File: src/rtl/scl_ctrl_if.sv
// Scaler sequencer bus: sync/enable inputs, frame configuration, and the
// shadowed configuration, delayed timing and line-length status outputs.
interface scl_ctrl_if #(
    parameter int LINE_W = 12
);
    logic              scl_i_vsync;
    logic              scl_i_hsync;
    logic              scl_i_data_en;
    logic              scl_cfg_mode;
    logic              scl_cfg_rsz;
    logic [1:0]        scl_cfg_flt;
    logic              act_mode;
    logic              act_rsz;
    logic [1:0]        act_flt;
    logic              cfg_upd;
    logic              dp_en_d;
    logic              scl_o_data_en;
    logic              scl_o_hsync;
    logic              scl_o_vsync;
    logic [LINE_W-1:0] line_in_cnt;
    logic [LINE_W-1:0] line_out_cnt;
    logic              err_len;

    // Video source / controller side
    modport master (
        output scl_i_vsync, scl_i_hsync, scl_i_data_en,
        output scl_cfg_mode, scl_cfg_rsz, scl_cfg_flt,
        input  act_mode, act_rsz, act_flt, cfg_upd, dp_en_d,
        input  scl_o_data_en, scl_o_hsync, scl_o_vsync,
        input  line_in_cnt, line_out_cnt, err_len
    );

    // Sequencer side
    modport slave (
        input  scl_i_vsync, scl_i_hsync, scl_i_data_en,
        input  scl_cfg_mode, scl_cfg_rsz, scl_cfg_flt,
        output act_mode, act_rsz, act_flt, cfg_upd, dp_en_d,
        output scl_o_data_en, scl_o_hsync, scl_o_vsync,
        output line_in_cnt, line_out_cnt, err_len
    );
endinterface

File: src/rtl/scl_ctrl.sv
// Frame/line sequencer for the RGB horizontal scaler: per-frame config
// shadowing, datapath-latency matching of enable and syncs, decimation
// keep pattern, and input/output line-length measurement with a sticky
// length-mismatch flag.
module scl_ctrl #(
    parameter int PIPE_LAT = 5,
    parameter int LINE_W   = 12
) (
    input  logic       clk_scl,
    input  logic       rst_n_scl,
    scl_ctrl_if.slave  bus
);

    localparam logic [LINE_W-1:0] CNT_MAX = '1;

    // Frame start / shadow configuration
    logic              r_vsync_q;
    logic              w_frame_start;
    logic              r_act_mode;
    logic              r_act_rsz;
    logic [1:0]        r_act_flt;
    logic              r_cfg_upd;

    // Latency-matching delay lines
    logic [PIPE_LAT-1:0] r_en_dly;
    logic [PIPE_LAT:0]   r_hs_dly;
    logic [PIPE_LAT:0]   r_vs_dly;
    logic                w_dp_en;

    // Decimation
    logic [1:0]        r_phase;
    logic              w_keep;
    logic              w_phase_last;
    logic              r_out_en;
    logic              r_out_win;
    logic              r_out_win_q;

    // Line counters and length check
    logic              r_en_q;
    logic              w_in_fall;
    logic              w_out_close;
    logic [LINE_W-1:0] r_in_cnt;
    logic [LINE_W-1:0] r_line_in;
    logic [LINE_W-1:0] r_out_cnt;
    logic [LINE_W-1:0] r_line_out;
    logic [LINE_W-1:0] r_ref_len;
    logic              r_ref_vld;
    logic              r_err_len;

    assign w_frame_start = bus.scl_i_vsync & ~r_vsync_q;
    assign w_dp_en       = r_en_dly[PIPE_LAT-1];
    assign w_in_fall     = r_en_q & ~bus.scl_i_data_en;
    // An output line ends when the latency-matched input window closes, so
    // dropped pixels inside a line do not split it into several runs.
    assign w_out_close   = r_out_win_q & ~r_out_win;

    // Detect vsync rise and load the shadow configuration once per frame
    always_ff @(posedge clk_scl or negedge rst_n_scl) begin
        if (!rst_n_scl) begin
            r_vsync_q  <= 1'b0;
            r_cfg_upd  <= 1'b0;
            r_act_mode <= 1'b0;
            r_act_rsz  <= 1'b0;
            r_act_flt  <= 2'd0;
        end else begin
            r_vsync_q <= bus.scl_i_vsync;
            r_cfg_upd <= w_frame_start;
            if (w_frame_start) begin
                r_act_mode <= bus.scl_cfg_mode;
                r_act_rsz  <= bus.scl_cfg_rsz;
                r_act_flt  <= bus.scl_cfg_flt;
            end
        end
    end

    // Enable delay line: PIPE_LAT stages; syncs get one extra stage so they
    // line up with the registered output enable.
    genvar gi;
    generate
        for (gi = 0; gi < PIPE_LAT; gi++) begin : g_en_dly
            // One stage of the enable delay line
            always_ff @(posedge clk_scl or negedge rst_n_scl) begin
                if (!rst_n_scl) begin
                    r_en_dly[gi] <= 1'b0;
                end else if (gi == 0) begin
                    r_en_dly[gi] <= bus.scl_i_data_en;
                end else begin
                    r_en_dly[gi] <= r_en_dly[(gi == 0) ? 0 : gi-1];
                end
            end
        end

        for (gi = 0; gi <= PIPE_LAT; gi++) begin : g_sync_dly
            // One stage of the hsync/vsync delay lines
            always_ff @(posedge clk_scl or negedge rst_n_scl) begin
                if (!rst_n_scl) begin
                    r_hs_dly[gi] <= 1'b0;
                    r_vs_dly[gi] <= 1'b0;
                end else if (gi == 0) begin
                    r_hs_dly[gi] <= bus.scl_i_hsync;
                    r_vs_dly[gi] <= bus.scl_i_vsync;
                end else begin
                    r_hs_dly[gi] <= r_hs_dly[(gi == 0) ? 0 : gi-1];
                    r_vs_dly[gi] <= r_vs_dly[(gi == 0) ? 0 : gi-1];
                end
            end
        end
    endgenerate

    // Keep decision and phase wrap point for the active ratio
    always_comb begin
        w_keep       = 1'b1;
        w_phase_last = 1'b0;
        if (r_act_rsz) begin
            w_phase_last = (r_phase == 2'd1);
        end else begin
            w_phase_last = (r_phase == 2'd2);
        end
        if (r_act_mode) begin
            if (r_act_rsz) begin
                w_keep = (r_phase == 2'd0);
            end else begin
                w_keep = (r_phase != 2'd2);
            end
        end
    end

    // Phase counter and registered decimated output enable
    always_ff @(posedge clk_scl or negedge rst_n_scl) begin
        if (!rst_n_scl) begin
            r_phase     <= 2'd0;
            r_out_en    <= 1'b0;
            r_out_win   <= 1'b0;
            r_out_win_q <= 1'b0;
        end else begin
            if (!w_dp_en || w_phase_last) begin
                r_phase <= 2'd0;
            end else begin
                r_phase <= r_phase + 2'd1;
            end
            r_out_en    <= w_dp_en & w_keep;
            r_out_win   <= w_dp_en;
            r_out_win_q <= r_out_win;
        end
    end

    // Input line-length counter, reported on the enable falling edge
    always_ff @(posedge clk_scl or negedge rst_n_scl) begin
        if (!rst_n_scl) begin
            r_en_q    <= 1'b0;
            r_in_cnt  <= '0;
            r_line_in <= '0;
        end else begin
            r_en_q <= bus.scl_i_data_en;
            if (w_in_fall) begin
                r_line_in <= r_in_cnt;
                r_in_cnt  <= '0;
            end else if (bus.scl_i_data_en && (r_in_cnt != CNT_MAX)) begin
                r_in_cnt <= r_in_cnt + LINE_W'(1);
            end
        end
    end

    // Output line-length counter: counts kept pixels, reported at line end
    always_ff @(posedge clk_scl or negedge rst_n_scl) begin
        if (!rst_n_scl) begin
            r_out_cnt  <= '0;
            r_line_out <= '0;
        end else begin
            if (w_out_close) begin
                r_line_out <= r_out_cnt;
                r_out_cnt  <= '0;
            end else if (r_out_en && (r_out_cnt != CNT_MAX)) begin
                r_out_cnt <= r_out_cnt + LINE_W'(1);
            end
        end
    end

    // Length check against the first line of the frame; frame start wins
    always_ff @(posedge clk_scl or negedge rst_n_scl) begin
        if (!rst_n_scl) begin
            r_ref_len <= '0;
            r_ref_vld <= 1'b0;
            r_err_len <= 1'b0;
        end else if (w_frame_start) begin
            r_ref_vld <= 1'b0;
            r_err_len <= 1'b0;
        end else if (w_in_fall) begin
            if (!r_ref_vld) begin
                r_ref_len <= r_in_cnt;
                r_ref_vld <= 1'b1;
            end else if (r_in_cnt != r_ref_len) begin
                r_err_len <= 1'b1;
            end
        end
    end

    assign bus.act_mode      = r_act_mode;
    assign bus.act_rsz       = r_act_rsz;
    assign bus.act_flt       = r_act_flt;
    assign bus.cfg_upd       = r_cfg_upd;
    assign bus.dp_en_d       = w_dp_en;
    assign bus.scl_o_data_en = r_out_en;
    assign bus.scl_o_hsync   = r_hs_dly[PIPE_LAT];
    assign bus.scl_o_vsync   = r_vs_dly[PIPE_LAT];
    assign bus.line_in_cnt   = r_line_in;
    assign bus.line_out_cnt  = r_line_out;
    assign bus.err_len       = r_err_len;

endmodule
File: src/flat_wrapper.sv
// flat-port wrapper written by rule: the top's interface ports become plain ports
module scl_ctrl_flat 
#(
    parameter int PIPE_LAT = 5,
    parameter int LINE_W   = 12
)
  (clk_scl, rst_n_scl, bus_scl_i_vsync, bus_scl_i_hsync, bus_scl_i_data_en, bus_scl_cfg_mode, bus_scl_cfg_rsz, bus_scl_cfg_flt, bus_act_mode, bus_act_rsz, bus_act_flt, bus_cfg_upd, bus_dp_en_d, bus_scl_o_data_en, bus_scl_o_hsync, bus_scl_o_vsync, bus_line_in_cnt, bus_line_out_cnt, bus_err_len);
  scl_ctrl_if #(.LINE_W(LINE_W)) bus_i ();
  input  logic clk_scl;
  input  logic rst_n_scl;
  input wire logic [$bits(bus_i.scl_i_vsync)-1:0] bus_scl_i_vsync;
  input wire logic [$bits(bus_i.scl_i_hsync)-1:0] bus_scl_i_hsync;
  input wire logic [$bits(bus_i.scl_i_data_en)-1:0] bus_scl_i_data_en;
  input wire logic [$bits(bus_i.scl_cfg_mode)-1:0] bus_scl_cfg_mode;
  input wire logic [$bits(bus_i.scl_cfg_rsz)-1:0] bus_scl_cfg_rsz;
  input wire logic [$bits(bus_i.scl_cfg_flt)-1:0] bus_scl_cfg_flt;
  output wire logic [$bits(bus_i.act_mode)-1:0] bus_act_mode;
  output wire logic [$bits(bus_i.act_rsz)-1:0] bus_act_rsz;
  output wire logic [$bits(bus_i.act_flt)-1:0] bus_act_flt;
  output wire logic [$bits(bus_i.cfg_upd)-1:0] bus_cfg_upd;
  output wire logic [$bits(bus_i.dp_en_d)-1:0] bus_dp_en_d;
  output wire logic [$bits(bus_i.scl_o_data_en)-1:0] bus_scl_o_data_en;
  output wire logic [$bits(bus_i.scl_o_hsync)-1:0] bus_scl_o_hsync;
  output wire logic [$bits(bus_i.scl_o_vsync)-1:0] bus_scl_o_vsync;
  output wire logic [$bits(bus_i.line_in_cnt)-1:0] bus_line_in_cnt;
  output wire logic [$bits(bus_i.line_out_cnt)-1:0] bus_line_out_cnt;
  output wire logic [$bits(bus_i.err_len)-1:0] bus_err_len;
  assign bus_i.scl_i_vsync = bus_scl_i_vsync;
  assign bus_i.scl_i_hsync = bus_scl_i_hsync;
  assign bus_i.scl_i_data_en = bus_scl_i_data_en;
  assign bus_i.scl_cfg_mode = bus_scl_cfg_mode;
  assign bus_i.scl_cfg_rsz = bus_scl_cfg_rsz;
  assign bus_i.scl_cfg_flt = bus_scl_cfg_flt;
  assign bus_act_mode = bus_i.act_mode;
  assign bus_act_rsz = bus_i.act_rsz;
  assign bus_act_flt = bus_i.act_flt;
  assign bus_cfg_upd = bus_i.cfg_upd;
  assign bus_dp_en_d = bus_i.dp_en_d;
  assign bus_scl_o_data_en = bus_i.scl_o_data_en;
  assign bus_scl_o_hsync = bus_i.scl_o_hsync;
  assign bus_scl_o_vsync = bus_i.scl_o_vsync;
  assign bus_line_in_cnt = bus_i.line_in_cnt;
  assign bus_line_out_cnt = bus_i.line_out_cnt;
  assign bus_err_len = bus_i.err_len;
  scl_ctrl #(.PIPE_LAT(PIPE_LAT), .LINE_W(LINE_W)) u_core (.clk_scl(clk_scl), .rst_n_scl(rst_n_scl), .bus(bus_i));
endmodule
File: config.mk
export PLATFORM = sky130hd
export DESIGN_NAME = scl_ctrl_flat
export DESIGN_NICKNAME = d
export VERILOG_FILES = /design/src/rtl/scl_ctrl_if.sv /design/src/rtl/scl_ctrl.sv /design/src/flat_wrapper.sv
export SDC_FILE = /design/constraint.sdc
export NUM_CORES = 1
export LEC_CHECK = 0
export CORE_AREA = 2 2 100 102
export CTS_CLUSTER_SIZE = 12
export DETAILED_ROUTE_END_ITERATION = 8
export DIE_AREA = 0 0 102 104
export PLACE_DENSITY = 0.64
export SETUP_SLACK_MARGIN = 0.05
export SLEW_MARGIN = 20
export SYNTH_ARGS = -nofsm -noshare
export SYNTH_HDL_FRONTEND = slang
export SYNTH_SLANG_ARGS = --single-unit
File: constraint.sdc
create_clock -name clk_scl -period 1.8 [get_ports clk_scl]
set_clock_uncertainty 0.2 [all_clocks]
set_input_delay 0.27 -clock clk_scl [delete_from_list [all_inputs] [get_ports clk_scl]]
set_output_delay 0.27 -clock clk_scl [all_outputs]
set_load 0.005 [all_outputs]
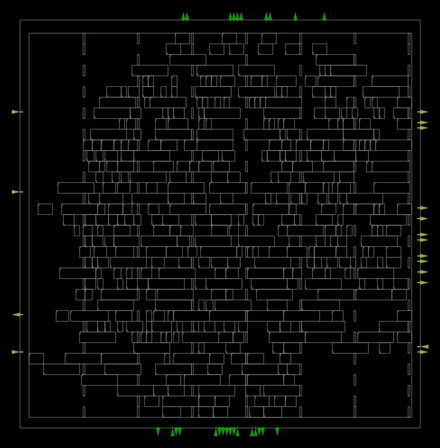
Figure 1: run 1, placement view.
final core utilization: 51.28%
tap cells: 133
Flops: 89
FILL cells: 889
Core Area: 9549 um^2

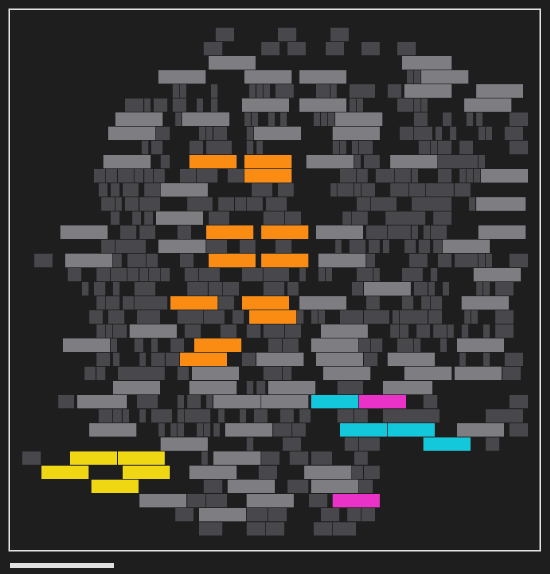
Figure 2: run 1, sequential cells coloured by netlist name.
The bar under the picture is 20 um long. Other sequential cells in the stronger grey, the rest of the logic in the fainter grey.
- u_core.r_vs_dly: cyan (sequential cells 4)
- u_core.r_hs_dly: yellow (sequential cells 5; where lower left)
- u_core.r_phase: magenta (sequential cells 2)
- u_core.r_ref_len: orange (sequential cells 12; where centre)

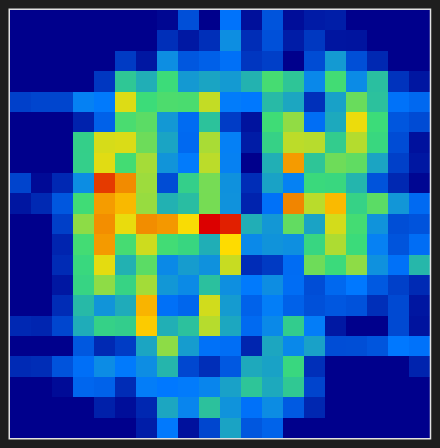
Figure 3: run 1, wire density map.
20 x 21 tiles, from dark blue (low) to red (high), scaled to the fullest tile. Values are wire area over tile area, all layers added.
- tiles over half the peak: 16%
- nearly empty tiles: 22%
- mean over tiles: 0.11
- emptiest ninth of the die: lower right

==> results.yml, run 1 <==
# implementation run metrics
synthesis:
  ys_seq_share_pct: 59.53
  yosysMostFrequentCell: "dfrtp_1"
  topCellsByArea: "dfrtp_1 (60%), nand2_1 (8.4%), mux2_2 (3.9%)"
  synth-edff-count: 0
  top_logic_kind: "simple AND/OR/NAND/NOR gates"
  top_cells_by_count: "dfrtp_1 (89), nand2_1 (84), nor2_1 (15), mux2_2 (13), xnor2_1 (13)"
  avgSynthCellArea_um2: 11.04
  yosys-stat-cells: 339
  ys_sh_aoi_pct: 8.829
  synthDistinctLibCells: 53
  ys_ff: 89
  ff_type: "dfrtp_1"
  synth-simple-area-share_pct: 17.89
worst_setup_path:
  cp-start-kind: "flop"
  critPathTopFamily: "buffers and inverters"
  cp.arrival_ns: 1.24
  reg2reg_from: "u_core.r_out_cnt[0]"
  crit_chain: "clkdlybuf4s50_1"
  r2r-end: "u_core.r_out_cnt[4]"
  cp.depth: 1
  r2r_setup_slack_ns: 0.10
  crit_fanout: 3
  startpoint: "u_core.bus.act_mode"
  reg2reg_depth: 5
power_and_ir_drop:
  sw_frac_of_total_pct: 27.11
  finalPower_mw: 4.416
  p_per_area_nw_per_um2: 901.8
  p_int_mw: 3.219
  power.switching_mw: 1.197
  seq_power_share_pct: 51.7
timing:
  period_minus_slack_ns: 1.714
  finalHoldViolations: 0
  fin_tns_setup_ns: 0
  clock.fmax_mhz: 583.6
  hold_slack_ns: 0.1346
  maxSlewViolCount: 0
cts:
  cts_max_level: 3
  clk-insertion-delay-late_ns: 0.36
global_route:
  grt.overflow.total: 0
  grt_pass1_wl_mm: 13.16
  grt_pass1_vias: 2754
  grt_usage_pct: 15.58
  antenna_found_initial: 0
flow_run:
  tool_warnings: 28
final_layout:
  synthToLayoutAreaGrowth_pct: 30.90
  fin_area_um2: 4897
  final_cell_count_no_fill: 557
routing:
  drt_pass1_iterations: 4
  wl_met1_mm: 3.444
  dr_total_vias: 2689
  ant_nets: 0
  post_drt_wl_per_cell_um: 13.64
  drtIter0Drc: 71
floorplan:
  die_w_um: 102
  num_io_pins: 43
placed_design:
  place_congestion: 0.7387
  portBuffers: 42
  dp_cells: 532
  placed_area_um2: 4527
worst_hold_path:
  min_path_cells: 1
  worstHoldStart: "bus_scl_i_hsync"
outcome:
  outcome: "completed"
run 1: final cells by class:
cell class	instances	area, um^2	area share, %
multi-input combinational	228	1478	30.17
tap	133	166.4	3.398
timing repair buffer	89	805.8	16.45
inverter	2	7.507	0.1533
sequential	89	2232	45.58
clock buffer	9	123.9	2.529
clock inverter	7	83.83	1.712
run 1: registers in the layout, indices dropped and copies added, names as in the netlist:
| name | cells |
|---|---|
| u_core.r_vsync_q | 1 |
| u_core.r_ref_vld | 1 |
| u_core.r_out_win_q | 1 |
| u_core.bus.line_in_cnt | 12 |
| u_core.r_in_cnt | 12 |
| u_core.r_ref_len | 12 |
| u_core.bus.cfg_upd | 1 |
| u_core.r_en_dly | 4 |
| u_core.r_out_win | 1 |
| u_core.bus.scl_o_data_en | 1 |
| u_core.bus.line_out_cnt | 12 |
| u_core.bus.dp_en_d | 1 |
| u_core.bus.scl_o_hsync | 1 |
| u_core.r_phase | 2 |
| u_core.r_vs_dly | 4 |
| u_core.bus.act_mode | 1 |
| u_core.bus.err_len | 1 |
| u_core.bus.scl_o_vsync | 1 |
| u_core.r_out_cnt | 12 |
| u_core.r_hs_dly | 5 |
| u_core.bus.act_flt | 2 |
| u_core.bus.act_rsz | 1 |
run 1: worst reg2reg max path, delay by kind of cell, from the launching register on:
kind	cells	cell delay (ns)
AND-OR/OR-AND	3	0.54
adder cells (fa/ha/maj)	1	0.20
flip-flops	1	0.40
AND/OR/NAND/NOR	1	0.26
run 1: power groups by stage:
stage	combinational, mW	clock (mW)	sequential, mW
6_report	0.704	1.43	2.28
3_5_place_dp	0.667	0	2.32
4_1_cts	0.683	1.47	2.28
3_3_place_gp	0.652	0	2.31
2_1_floorplan	0.314	0	2.29
5_1_grt	0.787	1.54	2.30
run 1: kinds of logic (layout without fill, tap and decap cells):
family | after synthesis | after routing
compound gates | 47 | 47
xor+xnor | 21 | 21
fa+ha+maj | 2 | 2
buf+inv | 22 | 107
flops | 89 | 89
mux | 18 | 18
simple gates | 140 | 140
run 1: layer usage:
| metal | global-route usage [%] | vias to the layer above |
|---|---|---|
| met5 | 0 | - |
| met4 | 5.714 | 0 |
| met3 | 2.890 | 10 |
| met2 | 25.80 | 35 |
| met1 | 20.17 | 1323 |
| li1 | - | 1321 |
run 1: what timing repair did:
item | CTS | global route
hold buffers | 1 | 0
setup endpoints to repair | 10 | 20
hold endpoints to repair | 56 | 0
gates resized | 5 | 19
setup buffers | 3 | 5
run 1: layout by cell type, fill, tap and decap left out, drive strengths merged, types with 2 or more instances in the layout:
master / synthesis / routed
clkbuf: 8 / 9
nor2b: 4 / 4
clkdlybuf4s50: 0 / 36
and3: 5 / 5
inv: 2 / 6
nand4: 7 / 7
nor3: 4 / 4
xor2: 8 / 8
or3: 2 / 2
mux2: 17 / 17
a31oi: 7 / 7
a21o: 3 / 3
and4: 4 / 4
o21ai: 9 / 9
a21boi: 2 / 2
nor4: 2 / 2
a21oi: 9 / 9
a211oi: 3 / 3
xnor2: 13 / 13
nand3: 7 / 7
nand2: 84 / 84
a311oi: 2 / 2
ha: 2 / 2
dfrtp: 89 / 89
o2111ai: 2 / 2
buf: 12 / 47
o41ai: 2 / 2
dlymetal6s2s: 0 / 4
nor2: 15 / 15
--- run 2 (diff from run 1) ---
HOLD_SLACK_MARGIN = 0.05   (was default)
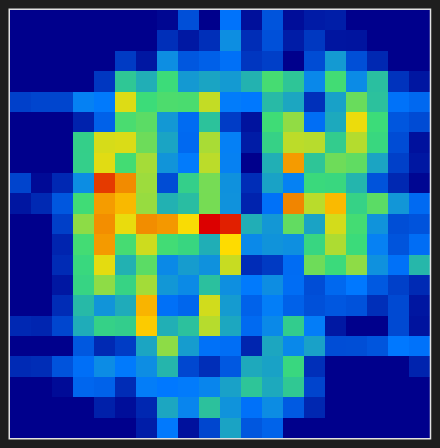
Figure 4: run 2, wire density map.
20 x 21 tiles, from dark blue (low) to red (high), scaled to the fullest tile. Values are wire area over tile area, all layers added.
post-DR wirelength/cell: 13.64 um
Total GRT Usage: 15.58%

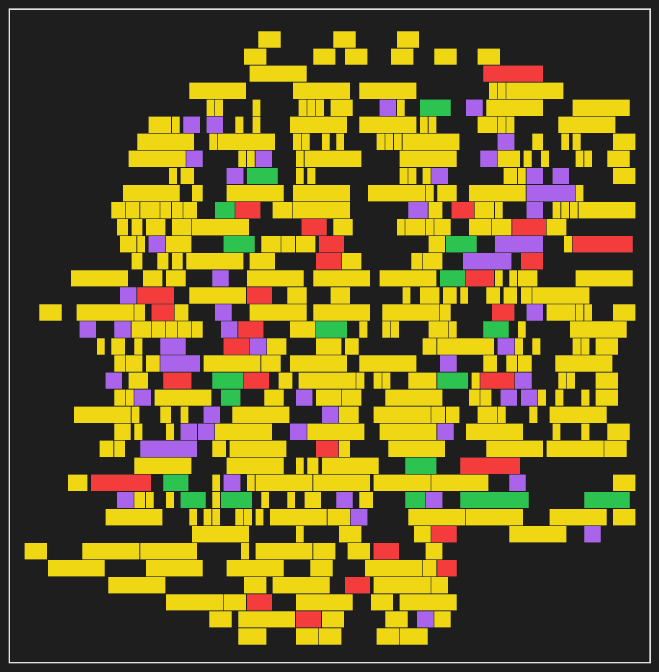
Figure 5: run 2, cells by drive strength.
- drive 6 and up: green (cells 18; most used clkbuf_8)
- drive 2: red (cells 28; most used mux2_2)
- drive 3 to 4: purple (cells 51; most used buf_4)
- drive 1 or less: yellow (cells 327; most used dfrtp_1)

==> run 2 against run 1 <==
  * Count of clock-buffer cells in the layout did not move
  * Area after synthesis did not move
  * Cell count did not move
  * Global-route usage did not move
  * Non-clock buffer count did not move
  * Combinational power barely moved
  * Core utilization did not move
  * Sequential share of layout area did not move
  * Die size did not move
  * Clock power barely moved
  * Critical path depth did not move
  * Sequential power barely moved
==> results.yml, run 2 <==
# implementation run metrics
outcome:
  outcome: "completed"
worst_setup_path:
  path_class: "flop to primary output"
  r2r-end: "u_core.r_out_cnt[4]"
  reg2reg_depth: 5
  crit_fanout: 3
  critPathTopFamily: "buffers and inverters"
  cp-start-kind: "flop"
  crit_chain: "clkdlybuf4s50_1"
  reg2reg_from: "u_core.r_out_cnt[0]"
  r2r_setup_slack_ns: 0.10
  cp.arrival_ns: 1.24
power_and_ir_drop:
  p_per_area_nw_per_um2: 901.8
  p_int_mw: 3.219
  finalPower_mw: 4.416
  seq_power_share_pct: 51.7
  power.switching_mw: 1.197
  sw_frac_of_total_pct: 27.11
synthesis:
  syn_nets: 350
  synth-edff-count: 0
  top_cells_by_count: "dfrtp_1 (89), nand2_1 (84), nor2_1 (15), mux2_2 (13), xnor2_1 (13)"
  syn_inst: 339
  yosysMostFrequentCell: "dfrtp_1"
  synthDistinctLibCells: 53
  avgSynthCellArea_um2: 11.04
  ys_ff: 89
  yosys-stat-cells: 339
  topCellsByArea: "dfrtp_1 (60%), nand2_1 (8.4%), mux2_2 (3.9%)"
  yosys_warnings: 0
  top_area_cell: "dfrtp_1"
worst_hold_path:
  min_path_cells: 1
  hold_class: "primary input to flop"
  worstHoldStart: "bus_scl_i_hsync"
timing:
  rsz0062_at_grt: "yes"
  clock.fmax_mhz: 583.6
  maxSlewViolCount: 0
  hold_slack_ns: 0.1346
  finalHoldViolations: 0
  period_minus_slack_ns: 1.714
global_route:
  grt_pass1_wl_mm: 13.16
  grt_use_met2_pct: 25.80
  gr-usage-met1_pct: 20.17
  grt_pass1_vias: 2754
  grt.overflow.total: 0
final_layout:
  logic_area_um2: 1478
  drive_gt1_share_pct: 22.88
  synthToLayoutAreaGrowth_pct: 30.90
  nNetsFinal: 430
  lay_top_count: "dfrtp_1"
  most-common-layout-cells: "dfrtp_1 (85), nand2_1 (84), buf_4 (43), clkdlybuf4s50_1 (36), nor2_1 (15)"
  fillerInstances: 889
cts:
  cts_buffers: 9
  clk-insertion-delay-late_ns: 0.36
  cts_root_buf: "clkbuf_8"
  clk_pin_slew_ns: 0.10
  cts_max_level: 3
routing:
  ant_nets: 0
  drt_pass1_iterations: 4
  drtIter0Drc: 71
floorplan:
  num_io_pins: 43
  die_w_um: 102
  core_area_um2: 9549
placed_design:
  place_congestion: 0.7387
  portBuffers: 42
flow_run:
  maxCapViolCount: 0
run 2: cell counts in the layout (fill, tap and decap cells not counted):
Identical to the previous run, type by type.
run 2: cells by family after synthesis:
family          synth area share [%]
flops                          59.53
xor+xnor                       4.916
mux                            5.385
buf+inv                        2.776
compound gates                 8.829
simple gates                   17.89
fa+ha+maj                     0.6688
run 2: layout make-up:
| cell class | count | share of cell area, % |
|---|---|---|
| flip-flops and latches | 89 | 45.58 |
| multi-input cells | 228 | 30.17 |
| repair buffers | 89 | 16.45 |
| well taps | 133 | 3.398 |
| clock buffers | 9 | 2.529 |
| clock inverters | 7 | 1.712 |
| inverters | 2 | 0.1533 |
run 2: power groups by stage:
stage | sequential, mW | clock, mW | combinational [mW]
floorplan | 2.29 | 0 | 0.314
global placement | 2.31 | 0 | 0.652
detailed placement | 2.32 | 0 | 0.667
CTS | 2.28 | 1.47 | 0.683
global route | 2.30 | 1.54 | 0.787
finish | 2.28 | 1.43 | 0.704
run 2: worst max-delay path by stage:
stage	start	endpoint	cells after the start
after floorplan	u_core.r_out_cnt[0]	u_core.r_out_cnt[4]	5
after global placement	bus_scl_i_data_en	u_core.r_ref_len[9]	6
after detailed placement	bus_scl_i_data_en	u_core.r_ref_len[11]	6
after CTS	u_core.bus.scl_o_data_en	bus_scl_o_data_en	1
after global routing	u_core.r_out_cnt[0]	u_core.r_out_cnt[0]	6
final	u_core.bus.act_mode	bus_act_mode	1
run 2: through the flow:
step	std cells	worst slack, ns	setup TNS [ns]	area [um^2]	util [%]
floorplan	339	0.05267	0	3741	-
global placement	532	-0.08982	-1.053	4527	47.41
detailed placement	532	-0.1148	-1.375	4527	47.41
CTS	552	0.006465	0	4783	50.09
global route	557	-0.02280	-0.02943	4897	51.28
finish	557	0.08645	0	4897	51.28
run 2: repair_timing:
action / 4_1_cts / 5_1_grt
resized: 5 / 19
hold buffers: 1 / 0
setup endpoints to repair: 10 / 20
endpoints found under the hold margin: 71 / 0
buffers inserted: 3 / 5
run 2: routing by layer:
metal  vias up  wire [um]
li1       1321          -
met1      1323       3444
met2        35       3858
met3        10        187
met4         0        110
met5         -          0
No activity file was given, so power comes from the tool's default toggle rates.
